===== src/rtl/plastic_coupling_scheduler_pkg.sv =====
// Shared types and constants for the plastic-layer CA3 -> cortex coupling scheduler.
package plastic_coupling_scheduler_pkg;

  localparam int unsigned Width = 18;
  localparam int unsigned Frac  = 14;
  localparam int unsigned EnvW  = 15;

  localparam logic [EnvW-1:0] EnvMax  = 15'd16384;
  localparam logic [EnvW-1:0] EnvHalf = 15'd8192;
  localparam logic [EnvW-1:0] EnvStep = 15'd512;

  localparam logic signed [Width-1:0] GainL23 = 18'sd4096;
  localparam logic signed [Width-1:0] GainL6  = 18'sd3277;
  localparam logic signed [Width-1:0] GainL5a = 18'sd2048;

  localparam logic signed [Width-1:0] SatPos = 18'sd131071;
  localparam logic signed [Width-1:0] SatNeg = -18'sd131071;

  localparam logic [2:0] StMeditation = 3'd4;

  localparam logic [1:0] LayerL23 = 2'd0;
  localparam logic [1:0] LayerL6  = 2'd1;
  localparam logic [1:0] LayerL5a = 2'd2;

  typedef enum logic [1:0] {StIdle, StRampUp, StHold, StRampDown} env_state_e;
  typedef enum logic [2:0] {SlotT0, SlotT1, SlotT2, SlotT3, SlotT4} slot_e;

  // Sign bit for a layer: pattern[(theta + layer) % 6].
  function automatic logic sign_bit(logic [5:0] pattern, logic [2:0] theta, logic [1:0] layer);
    logic [3:0] sum;
    logic [2:0] idx;
    sum = {1'b0, theta} + {2'b00, layer};
    idx = 3'(sum % 4'd6);
    return pattern[idx];
  endfunction

endpackage


===== src/rtl/plastic_coupling_scheduler_if.sv =====
// Bus between the CA3 block / cortical column and the coupling scheduler.
interface plastic_coupling_scheduler_if;
  import plastic_coupling_scheduler_pkg::*;

  logic                    clk_4khz_en;
  logic [2:0]              theta_phase;
  logic                    ca3_learning;
  logic                    ca3_recalling;
  logic [5:0]              ca3_phase_pattern;
  logic [2:0]              state_select;
  logic signed [Width-1:0] phase_couple_l23;
  logic signed [Width-1:0] phase_couple_l6;
  logic signed [Width-1:0] phase_couple_l5a;
  logic                    coupling_active;
  logic [EnvW-1:0]         envelope;
  logic                    overrun;

  modport master (
    output clk_4khz_en, theta_phase, ca3_learning, ca3_recalling, ca3_phase_pattern,
           state_select,
    input  phase_couple_l23, phase_couple_l6, phase_couple_l5a, coupling_active, envelope,
           overrun
  );

  modport slave (
    input  clk_4khz_en, theta_phase, ca3_learning, ca3_recalling, ca3_phase_pattern,
           state_select,
    output phase_couple_l23, phase_couple_l6, phase_couple_l5a, coupling_active, envelope,
           overrun
  );

endinterface


===== src/rtl/coupling_mac_sat.sv =====
// Envelope x gain product, scaled back by FRAC, signed by the pattern bit and saturated.
module coupling_mac_sat
  import plastic_coupling_scheduler_pkg::*;
(
  input  logic [EnvW-1:0]         env,
  input  logic signed [Width-1:0] gain,
  input  logic                    sign,
  output logic signed [Width-1:0] result
);

  localparam int unsigned ProdW = EnvW + Width + 1;
  localparam logic signed [ProdW-1:0] Hi = ProdW'(SatPos);
  localparam logic signed [ProdW-1:0] Lo = ProdW'(SatNeg);

  logic signed [ProdW-1:0] prod, mag, val;

  always_comb begin
    prod = $signed({1'b0, env}) * gain;
    mag  = prod >>> Frac;
    val  = sign ? mag : -mag;
    if (val > Hi) begin
      result = SatPos;
    end else if (val < Lo) begin
      result = SatNeg;
    end else begin
      result = val[Width-1:0];
    end
  end

endmodule


===== src/rtl/plastic_coupling_scheduler.sv =====
// Envelope FSM plus a T0..T4 sequencer sharing one multiplier across L2/3, L6 and L5a.
module plastic_coupling_scheduler
  import plastic_coupling_scheduler_pkg::*;
(
  input logic                        clk,
  input logic                        rst_n,
  plastic_coupling_scheduler_if.slave bus
);

  env_state_e              st_q, st_d;
  slot_e                   slot_q, slot_d;
  logic [EnvW-1:0]         env_q, env_d;
  logic [2:0]              theta_q;
  logic [5:0]              pattern_q;
  logic signed [Width-1:0] acc_l23_q, acc_l6_q, acc_l5a_q;
  logic signed [Width-1:0] l23_q, l6_q, l5a_q;
  logic                    overrun_q;

  logic                    tick, act;
  logic [EnvW-1:0]         tgt, env_up, env_dn, env_dn_tgt;
  logic [EnvW:0]           up_sum;
  logic signed [Width-1:0] mac_gain, mac_out;
  logic                    mac_sign;

  // Strobes are accepted only while the sequencer is parked in T0.
  assign tick       = bus.clk_4khz_en && (slot_q == SlotT0);
  assign act        = bus.ca3_learning | bus.ca3_recalling;
  assign tgt        = (bus.state_select == StMeditation) ? EnvHalf : EnvMax;
  assign up_sum     = {1'b0, env_q} + {1'b0, EnvStep};
  assign env_up     = (up_sum >= {1'b0, tgt}) ? tgt : up_sum[EnvW-1:0];
  assign env_dn     = (env_q > EnvStep) ? (env_q - EnvStep) : '0;
  assign env_dn_tgt = (env_dn > tgt) ? env_dn : tgt;

  // Each state move also applies its step on the same tick.
  always_comb begin
    st_d  = st_q;
    env_d = env_q;
    if (tick) begin
      if (act) begin
        if (env_q < tgt) begin
          env_d = env_up;
          st_d  = (env_up == tgt) ? StHold : StRampUp;
        end else if (env_q > tgt) begin
          env_d = env_dn_tgt;
          st_d  = (env_dn_tgt == tgt) ? StHold : StRampDown;
        end else begin
          st_d  = StHold;
        end
      end else if (env_q != '0) begin
        env_d = env_dn;
        st_d  = (env_dn == '0) ? StIdle : StRampDown;
      end else begin
        st_d  = StIdle;
      end
    end
  end

  always_comb begin
    slot_d = SlotT0;
    unique case (slot_q)
      SlotT0:  slot_d = tick ? SlotT1 : SlotT0;
      SlotT1:  slot_d = SlotT2;
      SlotT2:  slot_d = SlotT3;
      SlotT3:  slot_d = SlotT4;
      SlotT4:  slot_d = SlotT0;
      default: slot_d = SlotT0;
    endcase
  end

  always_comb begin
    mac_gain = GainL23;
    mac_sign = sign_bit(pattern_q, theta_q, LayerL23);
    case (slot_q)
      SlotT2: begin
        mac_gain = GainL6;
        mac_sign = sign_bit(pattern_q, theta_q, LayerL6);
      end
      SlotT3: begin
        mac_gain = GainL5a;
        mac_sign = sign_bit(pattern_q, theta_q, LayerL5a);
      end
      default: ;
    endcase
  end

  coupling_mac_sat u_mac (
    .env    (env_q),
    .gain   (mac_gain),
    .sign   (mac_sign),
    .result (mac_out)
  );

  always_ff @(posedge clk or negedge rst_n) begin
    if (!rst_n) begin
      st_q      <= StIdle;
      slot_q    <= SlotT0;
      env_q     <= '0;
      theta_q   <= '0;
      pattern_q <= '0;
      acc_l23_q <= '0;
      acc_l6_q  <= '0;
      acc_l5a_q <= '0;
      l23_q     <= '0;
      l6_q      <= '0;
      l5a_q     <= '0;
      overrun_q <= 1'b0;
    end else begin
      st_q   <= st_d;
      slot_q <= slot_d;
      env_q  <= env_d;
      if (tick) begin
        theta_q   <= bus.theta_phase;
        pattern_q <= bus.ca3_phase_pattern;
      end
      if (bus.clk_4khz_en && (slot_q != SlotT0)) begin
        overrun_q <= 1'b1;
      end
      case (slot_q)
        SlotT1: acc_l23_q <= mac_out;
        SlotT2: acc_l6_q  <= mac_out;
        SlotT3: acc_l5a_q <= mac_out;
        SlotT4: begin
          l23_q <= acc_l23_q;
          l6_q  <= acc_l6_q;
          l5a_q <= acc_l5a_q;
        end
        default: ;
      endcase
    end
  end

  assign bus.phase_couple_l23 = l23_q;
  assign bus.phase_couple_l6  = l6_q;
  assign bus.phase_couple_l5a = l5a_q;
  assign bus.coupling_active  = (st_q != StIdle);
  assign bus.envelope         = env_q;
  assign bus.overrun          = overrun_q;

endmodule


===== src/flat_wrapper.sv =====
// flat-port wrapper written by rule: the top's interface ports become plain ports
module plastic_coupling_scheduler_flat import plastic_coupling_scheduler_pkg::*;
  (clk, rst_n, bus_clk_4khz_en, bus_theta_phase, bus_ca3_learning, bus_ca3_recalling, bus_ca3_phase_pattern, bus_state_select, bus_phase_couple_l23, bus_phase_couple_l6, bus_phase_couple_l5a, bus_coupling_active, bus_envelope, bus_overrun);
  plastic_coupling_scheduler_if bus_i ();
  input logic clk;
  input logic rst_n;
  input wire logic [$bits(bus_i.clk_4khz_en)-1:0] bus_clk_4khz_en;
  input wire logic [$bits(bus_i.theta_phase)-1:0] bus_theta_phase;
  input wire logic [$bits(bus_i.ca3_learning)-1:0] bus_ca3_learning;
  input wire logic [$bits(bus_i.ca3_recalling)-1:0] bus_ca3_recalling;
  input wire logic [$bits(bus_i.ca3_phase_pattern)-1:0] bus_ca3_phase_pattern;
  input wire logic [$bits(bus_i.state_select)-1:0] bus_state_select;
  output wire logic [$bits(bus_i.phase_couple_l23)-1:0] bus_phase_couple_l23;
  output wire logic [$bits(bus_i.phase_couple_l6)-1:0] bus_phase_couple_l6;
  output wire logic [$bits(bus_i.phase_couple_l5a)-1:0] bus_phase_couple_l5a;
  output wire logic [$bits(bus_i.coupling_active)-1:0] bus_coupling_active;
  output wire logic [$bits(bus_i.envelope)-1:0] bus_envelope;
  output wire logic [$bits(bus_i.overrun)-1:0] bus_overrun;
  assign bus_i.clk_4khz_en = bus_clk_4khz_en;
  assign bus_i.theta_phase = bus_theta_phase;
  assign bus_i.ca3_learning = bus_ca3_learning;
  assign bus_i.ca3_recalling = bus_ca3_recalling;
  assign bus_i.ca3_phase_pattern = bus_ca3_phase_pattern;
  assign bus_i.state_select = bus_state_select;
  assign bus_phase_couple_l23 = bus_i.phase_couple_l23;
  assign bus_phase_couple_l6 = bus_i.phase_couple_l6;
  assign bus_phase_couple_l5a = bus_i.phase_couple_l5a;
  assign bus_coupling_active = bus_i.coupling_active;
  assign bus_envelope = bus_i.envelope;
  assign bus_overrun = bus_i.overrun;
  plastic_coupling_scheduler u_core (.clk(clk), .rst_n(rst_n), .bus(bus_i));
endmodule

===== config.mk =====
export PLATFORM = sky130hd
export DESIGN_NAME = plastic_coupling_scheduler_flat
export DESIGN_NICKNAME = d
export VERILOG_FILES = /design/src/rtl/plastic_coupling_scheduler_pkg.sv /design/src/rtl/plastic_coupling_scheduler_if.sv /design/src/rtl/coupling_mac_sat.sv /design/src/rtl/plastic_coupling_scheduler.sv /design/src/flat_wrapper.sv
export SDC_FILE = /design/constraint.sdc
export NUM_CORES = 1
export LEC_CHECK = 0
export CORE_UTILIZATION = 55
export CTS_CLUSTER_SIZE = 8
export DETAILED_ROUTE_END_ITERATION = 10
export PLACE_DENSITY = 0.77
export SLEW_MARGIN = 20
export SYNTH_ARGS = -nofsm -noshare
export SYNTH_HDL_FRONTEND = slang
export SYNTH_SLANG_ARGS = --single-unit

===== constraint.sdc =====
create_clock -name clk -period 22.7 [get_ports clk]
set_input_delay 4.54 -clock clk [delete_from_list [all_inputs] [get_ports clk]]
set_output_delay 4.54 -clock clk [all_outputs]
set_load 0.01 [all_outputs]

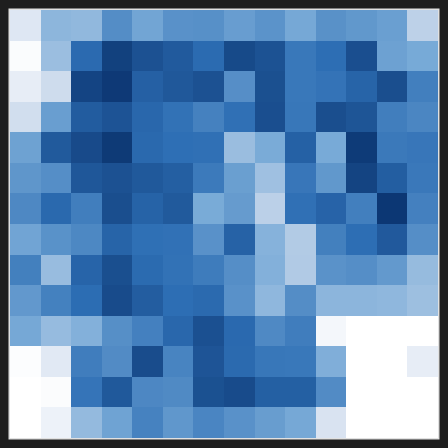
**Above:** run 1 (local utilization).
14 x 14 tiles, from white (low) to dark blue (high), 0 to 100% covered.
The mean over all tiles is 60%. The fullest tile reaches 97%. 32% of the tiles are over 75% full. The emptiest ninth of the die: south-east. 7.7% of the tiles are nearly empty.
initial core utilization: 56.77%
standard cell core area: 0.01896 mm^2
Post-Route Utilization: 65.31%

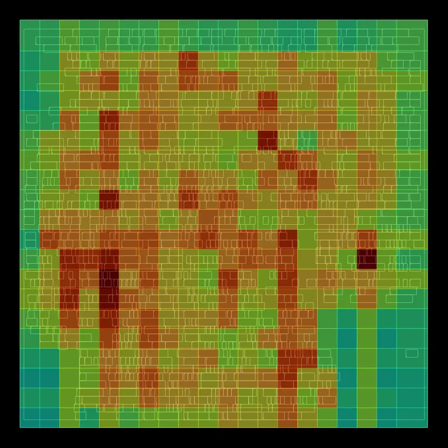
**Above:** run 1 (congestion heat map).
met1 track demand over resource in global routing: 37.25%
routed wire length per instance: 16.90 um
grt peak-use layer: met2
GR met2 Demand/Resource: 42.23%
met3 track demand over resource: 3.881%

==> summary.rpt, run 1 <==
==== FLOW RESULTS ====
----------------------------------------------------
[Status]
  Result of the run ........................ finished clean

[Critical path]
  Number of cell instances on the worst register-to-register path ........................ 29
  End of the worst register-to-register path ........................ u_core.acc_l5a_q[12]
  Category of the critical setup timing path ........................ reg2reg

[CTS]
  Largest buffer count on any clock path ........................ 2
  TritonCTS Buffers ........................ 17
  Setup fix buffers added after clock tree synthesis ........................ 0

[Timing]
  Period utilisation layout ........................ between 30% and 40%
  Worst Tran Pin Value ........................ roughly 1.1 ns
  Minimum clock period ........................ 8.471 ns
  Summed negative setup slack over all endpoints ........................ 0 ns

[Synthesis]
  Top cells by area ........................ dfrtp_1 32%, ha_1 14%, fa_1 10%, mux2_2 5.7%, nand2_1 5.3%
  Yosys warns ........................ 0
  Library cell with the largest summed area after synthesis ........................ dfrtp_1

[Cells and area]
  Combinational gate area ........................ approximately 0.0066 mm^2
  Total of fill cells in the finished design ........................ around 1.5k
  Diodes inserted ........................ 0
  Leading cell type in the layout, fill and taps excluded ........................ nand2_1
  Clock buffer cells ........................ 17

[Routing]
  Met2 layer wire length in the routed design ........................ about 11 mm
  Wire length the detailed router placed on met1 ........................ approximately 12 mm
  Routed wl met3 ........................ 1.107 mm

[Global route]
  Total grt overflow ........................ 0

[Floorplan]
  Tap cells ........................ 260

[Placement]
  Worst slack after detailed placement ........................ 14.30 ns

----------------------------------------------------
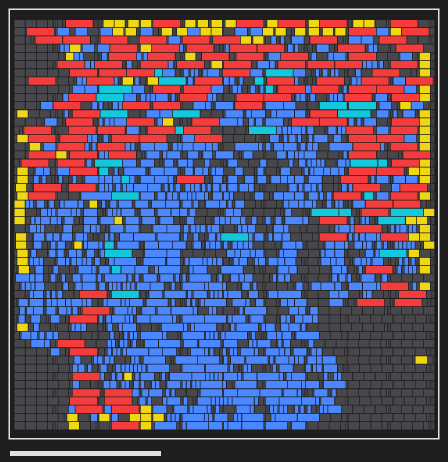
**Above:** run 1 (placement by cell class).
The bar under the picture is 50 um long. Fill, decap, tap and diode cells in grey.
Yellow stands for remaining buffers and delay cells, cells 92, share of their area 7.5%. Blue stands for remaining logic cells, cells 941, share of their area 59%. Cyan stands for clock drivers and dummy loads, cells 31, share of their area 5.1%. Red stands for registers, cells 138, share of their area 29%.
area of all placed cells without fillers: 0.01238 mm^2
floorplan row count: 50
fraction of area in registers: 27.89%

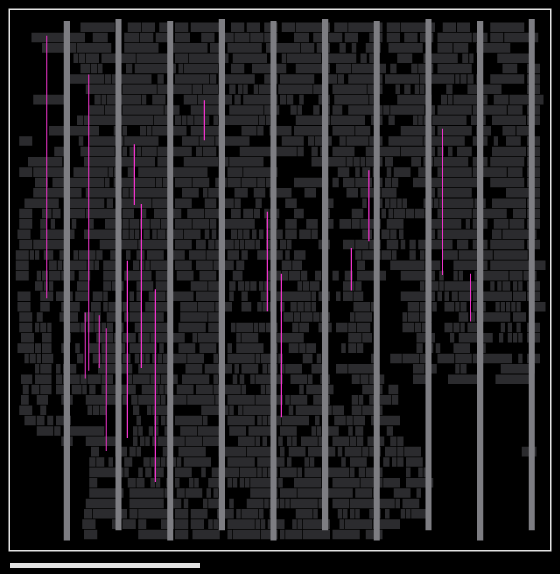
**Above:** run 1 (M4 wires).
The bar under the picture is 50 um long. Supply wires on this layer in grey.
The wires run mostly vertical. The layer carries 517 um of wire.
total routed wirelength: 24.71 mm
via count: 8,211

-- run 1: sequential cells by signal, indices dropped and copies added, names as in the netlist --
signal                       flops
u_core.bus.phase_couple_l23     18
u_core.acc_l23_q                18
u_core.acc_l5a_q                18
u_core.bus.phase_couple_l6      18
u_core.pattern_q                 6
u_core.bus.envelope             15
u_core.slot_q                    3
u_core.st_q                      2
u_core.bus.phase_couple_l5a     18
u_core.acc_l6_q                 18
u_core.bus.overrun               1
u_core.theta_q                   3
-- run 1: logic make-up (layout without fill, tap and decap cells) --
kind of cell	after synthesis	after routing	synth area share, %
AOI/OAI and AO/OA	240	240	14.81
xor gates and xnor gates	28	28	2.279
adders and majority gates	172	172	23.84
buffers and inverters	193	262	6.988
DFF	138	138	32.09
muxes	61	61	6.302
other	1	1	0.03485
and+or+nand+nor	300	300	13.65
**Run 1: the metal 1 layer**

Supply wires on this layer in grey.
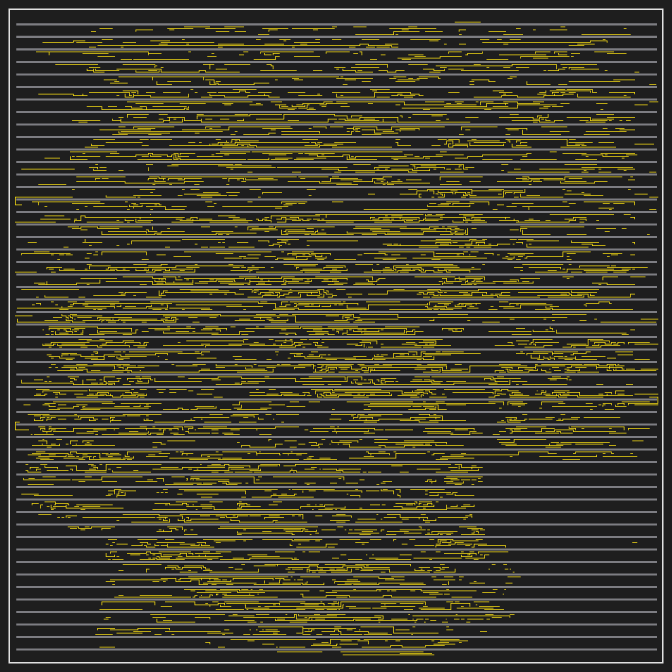

==> run 2, diff against run 1 <==
==> constraint.sdc (replaced) <==
create_clock -name clk -period 8.42 [get_ports clk]
set_input_delay 1.684 -clock clk [delete_from_list [all_inputs] [get_ports clk]]
set_output_delay 1.684 -clock clk [all_outputs]
set_load 0.01 [all_outputs]
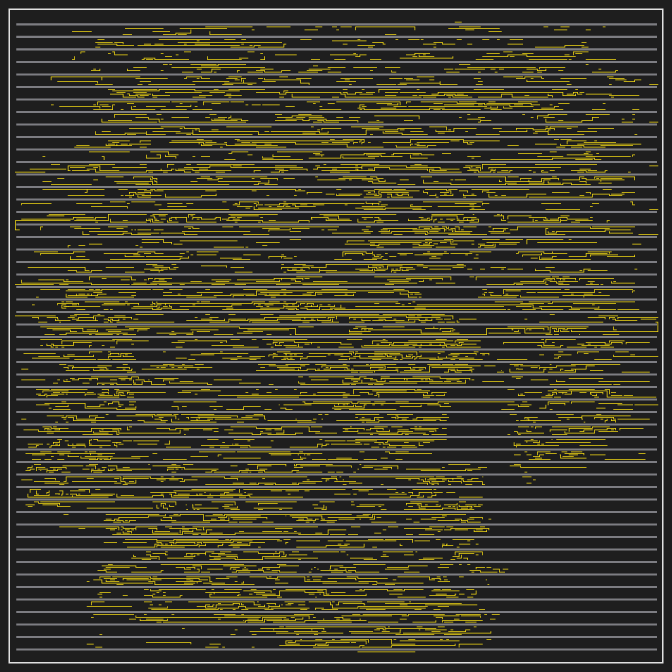
**Above:** run 2 (the metal 1 layer).
Supply wires on this layer in grey.
1,290 nets have wire on it. The layer carries 11,400 um of wire.
total routed wirelength: 24.67 mm
met1 track demand over resource in global routing: 35.68%
via count: 8,358

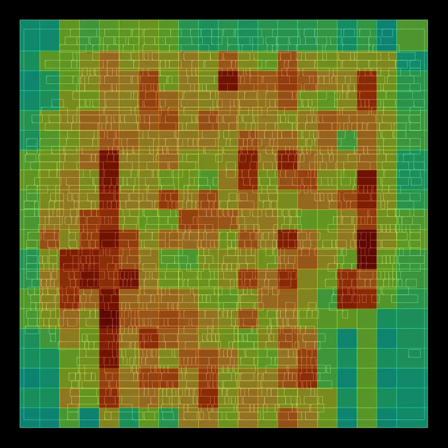
**Above:** run 2 (congestion heat map).
GR met2 Demand/Resource: 42.03%
Overall Global Routing Usage: 26.09%
met3 track demand over resource: 4.151%
Post-Route Utilization: 65.68%

==> summary.rpt, run 2 <==
==== FLOW RESULTS ====
----------------------------------------------------
[CTS]
  TritonCTS Buffers ........................ 17
  Largest buffer count on any clock path ........................ 2

[Critical path]
  End of the worst register-to-register path ........................ u_core.acc_l5a_q[4]
  Category of the critical setup timing path ........................ reg2reg
  Number of cell instances on the worst register-to-register path ........................ 26

[Timing]
  Minimum clock period ........................ 7.888 ns
  Summed negative setup slack over all endpoints ........................ 0 ns
  Worst Tran Pin Value ........................ between 1 and 1.5 ns

[Synthesis]
  Library cell with the largest summed area after synthesis ........................ dfrtp_1
  Yosys warns ........................ 0
  Ao+oa area frac ........................ between 10 and 15%
  Top cells by area ........................ dfrtp_1 32%, ha_1 14%, fa_1 10%, mux2_2 5.7%, nand2_1 5.3%
  Fraction of the mapped netlist area in simple logic gates ........................ about 14%
  Yosys adder share ........................ 23.84%
  Area fraction in xor and xnor cells ........................ 2.279%
  Synth mux share ........................ 6.302%
  Main kind of combinational logic by area ........................ adder cells

[Cells and area]
  Combinational gate area ........................ between 0.006 and 0.007 mm^2
  Final non-filler cell total ........................ 1,472
  Leading cell type in the layout, fill and taps excluded ........................ nand2_1
  Total of fill cells in the finished design ........................ roughly 1.5k
  Clock buffer cells ........................ 18
  Diodes inserted ........................ 0

[Routing]
  Post-DRT Antenna Nets ........................ 0
  Routed wire length per instance ........................ approximately 17 um
  Wire length the detailed router placed on met1 ........................ about 11 mm
  Initial detailed-routing violation count ........................ ~560
  Routed wl met3 ........................ 940 um

[Floorplan]
  Floorplan row count ........................ 50
  Standard cell core area ........................ between 0.015 and 0.02 mm^2

[Status]
  Result of the run ........................ finished clean

[Global route]
  Grt peak-use layer ........................ met2
  Via count of the first global-routing pass ........................ between 8k and 9k
  Total grt overflow ........................ 0

----------------------------------------------------
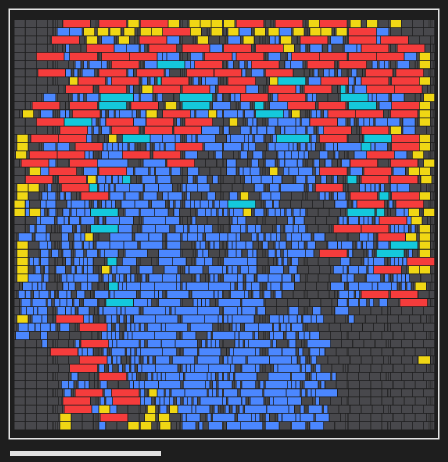
**Above:** run 2 (placement by cell class).
The bar under the picture is 50 um long. Fill, decap, tap and diode cells in grey.
Cyan stands for clock drivers and dummy loads, cells 31, share of their area 4.9%. Yellow stands for remaining buffers and delay cells, cells 102, share of their area 8.1%. Blue stands for remaining logic cells, cells 941, share of their area 58%. Red stands for registers, cells 138, share of their area 28%.
fraction of area in registers: 27.74%
area of all placed cells without fillers: 0.01245 mm^2

==> run 2: critical path, stage by stage (launching register included) <==
cell and delay [ns]:
dfrtp_1 0.49, nand2b_1 0.14, nor2_1 0.33, buf_4 0.28, nand2_1 0.15, inv_1 0.22, ha_1 0.29, fa_1 0.49
fa_1 0.51, inv_1 0.06, fa_1 0.50, fa_1 0.56, inv_1 0.05, ha_1 0.38, a21oi_1 0.29, o21ai_1 0.22
or4_1 0.45, o211ai_1 0.28, nand2_1 0.19, nor3_1 0.24, and3_1 0.19, ha_1 0.13, inv_1 0.05, or3_1 0.40
and4_4 0.33, a21oi_1 0.32, o21ai_0 0.16
==> run 2: timing repair <==
item	in CTS	in global routing
setup buffers	0	4
hold endpoints to repair	0	0
endpoints found under the setup margin	0	12
gates resized	0	1
==> run 3, diff against run 2 <==
--- a/config.mk
+++ b/config.mk
@@ -5,10 +5,14 @@
 export SDC_FILE = /design/constraint.sdc
 export NUM_CORES = 1
 export LEC_CHECK = 0
-export CORE_UTILIZATION = 55
+export ABC_AREA = 1
+export CELL_PAD_IN_SITES_DETAIL_PLACEMENT = 0
+export CELL_PAD_IN_SITES_GLOBAL_PLACEMENT = 1
+export CORE_UTILIZATION = 45
 export CTS_CLUSTER_SIZE = 8
 export DETAILED_ROUTE_END_ITERATION = 10
-export PLACE_DENSITY = 0.77
+export GPL_TIMING_DRIVEN = 0
+export PLACE_DENSITY = 0.83
 export SLEW_MARGIN = 20
 export SYNTH_ARGS = -nofsm -noshare
 export SYNTH_HDL_FRONTEND = slang
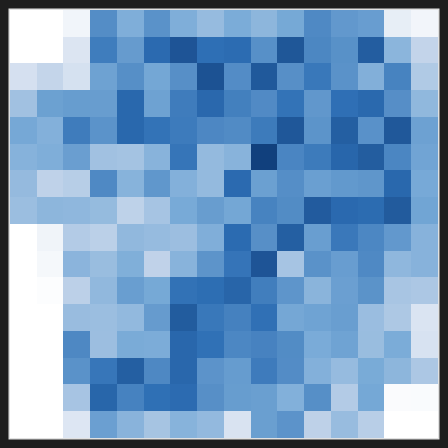
**Above:** run 3 (local utilization).
16 x 16 tiles, from white (low) to dark blue (high), 0 to 100% covered.
7.8% of the tiles are nearly empty. The fullest tile reaches 94%. The mean over all tiles is 50%. 13% of the tiles are over 75% full.
initial core utilization: 46.31%
Post-Route Utilization: 54.27%

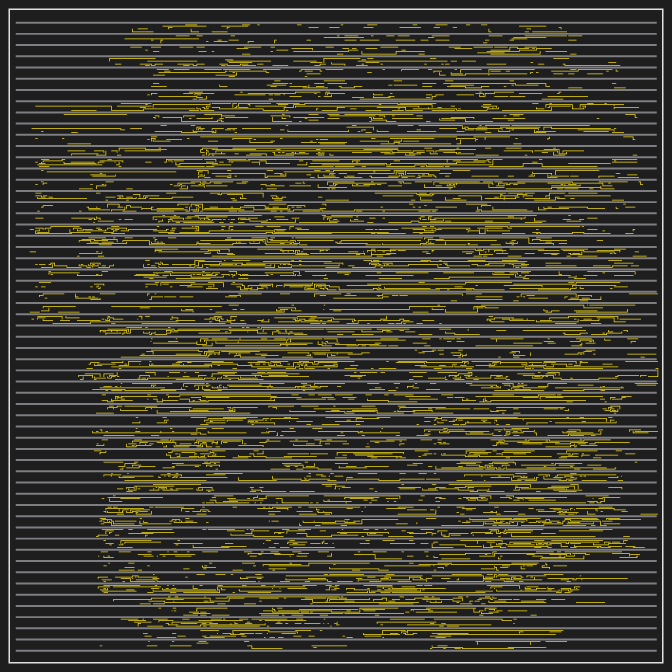
**Above:** run 3 (the metal 1 layer).
Supply wires on this layer in grey.
The layer holds 47% of the routed length. The wires run mostly horizontal. The layer carries 12,900 um of wire. 1,547 nets have wire on it. The longest straight run is 77.7 um.
total routed wirelength: 27.34 mm
via count: 9,120
met1 track demand over resource in global routing: 32.13%

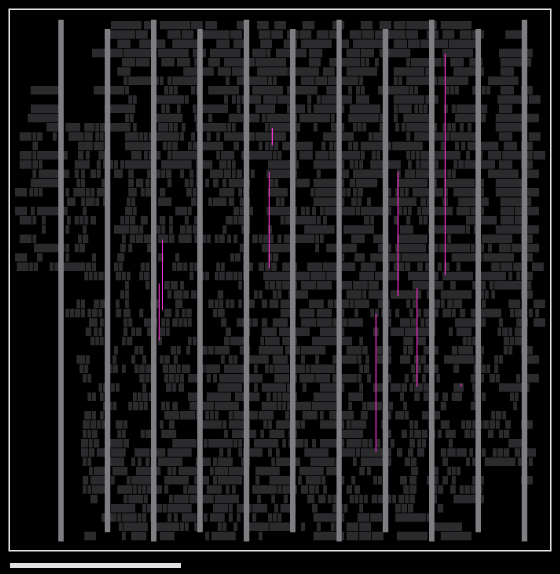
**Above:** run 3 (M4 wires).
The bar under the picture is 50 um long. Supply wires on this layer in grey.
The layer holds 0.88% of the routed length. 8 nets have wire on it.

==> summary.rpt, run 3 <==
==== FLOW RESULTS ====
----------------------------------------------------
[CTS]
  TritonCTS clock tree ........................ done
  Setup fix buffers added after clock tree synthesis ........................ 0
  Count of instances resized after the clock tree is built ........................ 1
  TritonCTS Buffers ........................ 17

[Cells and area]
  Combinational gate area ........................ around 0.0065 mm^2
  Final non-filler cell total ........................ approximately 1.8k
  Leading cell type in the layout, fill and taps excluded ........................ nand2_1
  Total of fill cells in the finished design ........................ roughly 2.3k

[Critical path]
  Critical path's largest stage delay ........................ between 0.5 and 0.6 ns
  Critical R2R Launch ........................ u_core.slot_q[2]
  End of the worst register-to-register path ........................ u_core.acc_l6_q[10]
  Arrival time of the worst setup path ........................ slightly above 8 ns
  Category of the critical setup timing path ........................ reg2reg
  Cell occurring most often along the worst timing path ........................ nand2_1
  Logic depth of the worst setup path including buffers ........................ 35
  Number of cell instances on the worst register-to-register path ........................ 35
  Crit-path max FO ........................ 10
  Largest delay contributor family on the critical path ........................ adder cells

[Placement]
  Worst slack after detailed placement ........................ -0.04596 ns

[Synthesis]
  Total of flip-flops plus latches after synthesis ........................ 138
  Top cells by area ........................ dfrtp_1 31%, ha_1 13%, nand2_1 13%, fa_1 10%, inv_1 7.6%

[Routing]
  Routed wire length per instance ........................ about 15 um
  Met2 layer wire length in the routed design ........................ between 10 and 15 mm
  Wire length the detailed router placed on met1 ........................ approximately 13 mm
  Initial detailed-routing violation count ........................ roughly 570
  Post-DRT Antenna Nets ........................ 0

[Global route]
  Overall Global Routing Usage ........................ about a quarter
  GR met2 Demand/Resource ........................ between 30% and 40%
  Grt peak-use layer ........................ met2
  Met3 track demand over resource ........................ around 2.8%
  Via count of the first global-routing pass ........................ between 9k and 10k
  Total grt overflow ........................ 0

[Timing]
  Final worst clock skew ........................ roughly 0.016 ns
  Worst Tran Pin Value ........................ between 0.9 and 1 ns
  Summed negative setup slack over all endpoints ........................ 0 ns
  Period utilisation layout ........................ 92.76%
  Minimum clock period ........................ 7.810 ns

[Status]
  Result of the run ........................ finished clean

----------------------------------------------------
==> run 3: tightest hold or removal path, cell delays in order, from the launching register on <==
cell and delay, ns:
dfrtp_1 0.34, nand2_1 0.05, nand2_1 0.05
==> run 3: logic make-up after synthesis <==
| kind of cell | share of synthesized area (%) |
|---|---|
| xor+xnor | 0.9583 |
| buf+inv | 9.367 |
| compound gates | 8.157 |
| mux | 5.123 |
| other cells | 0.03419 |
| simple gates | 21.48 |
| fa+ha+maj | 23.39 |
| flops | 31.49 |
==> run 3: area by class of cell <==
class                           count  share of cell area (%)
Clock buffer                       17                   3.310
Sequential cell                   138                   26.87
Tap cell                          319                   3.106
Inverter                          226                   6.600
Buffer                             44                   1.392
Timing Repair Buffer               88                   7.029
Clock inverter                     15                   1.168
Multi-Input combinational cell    962                   50.53
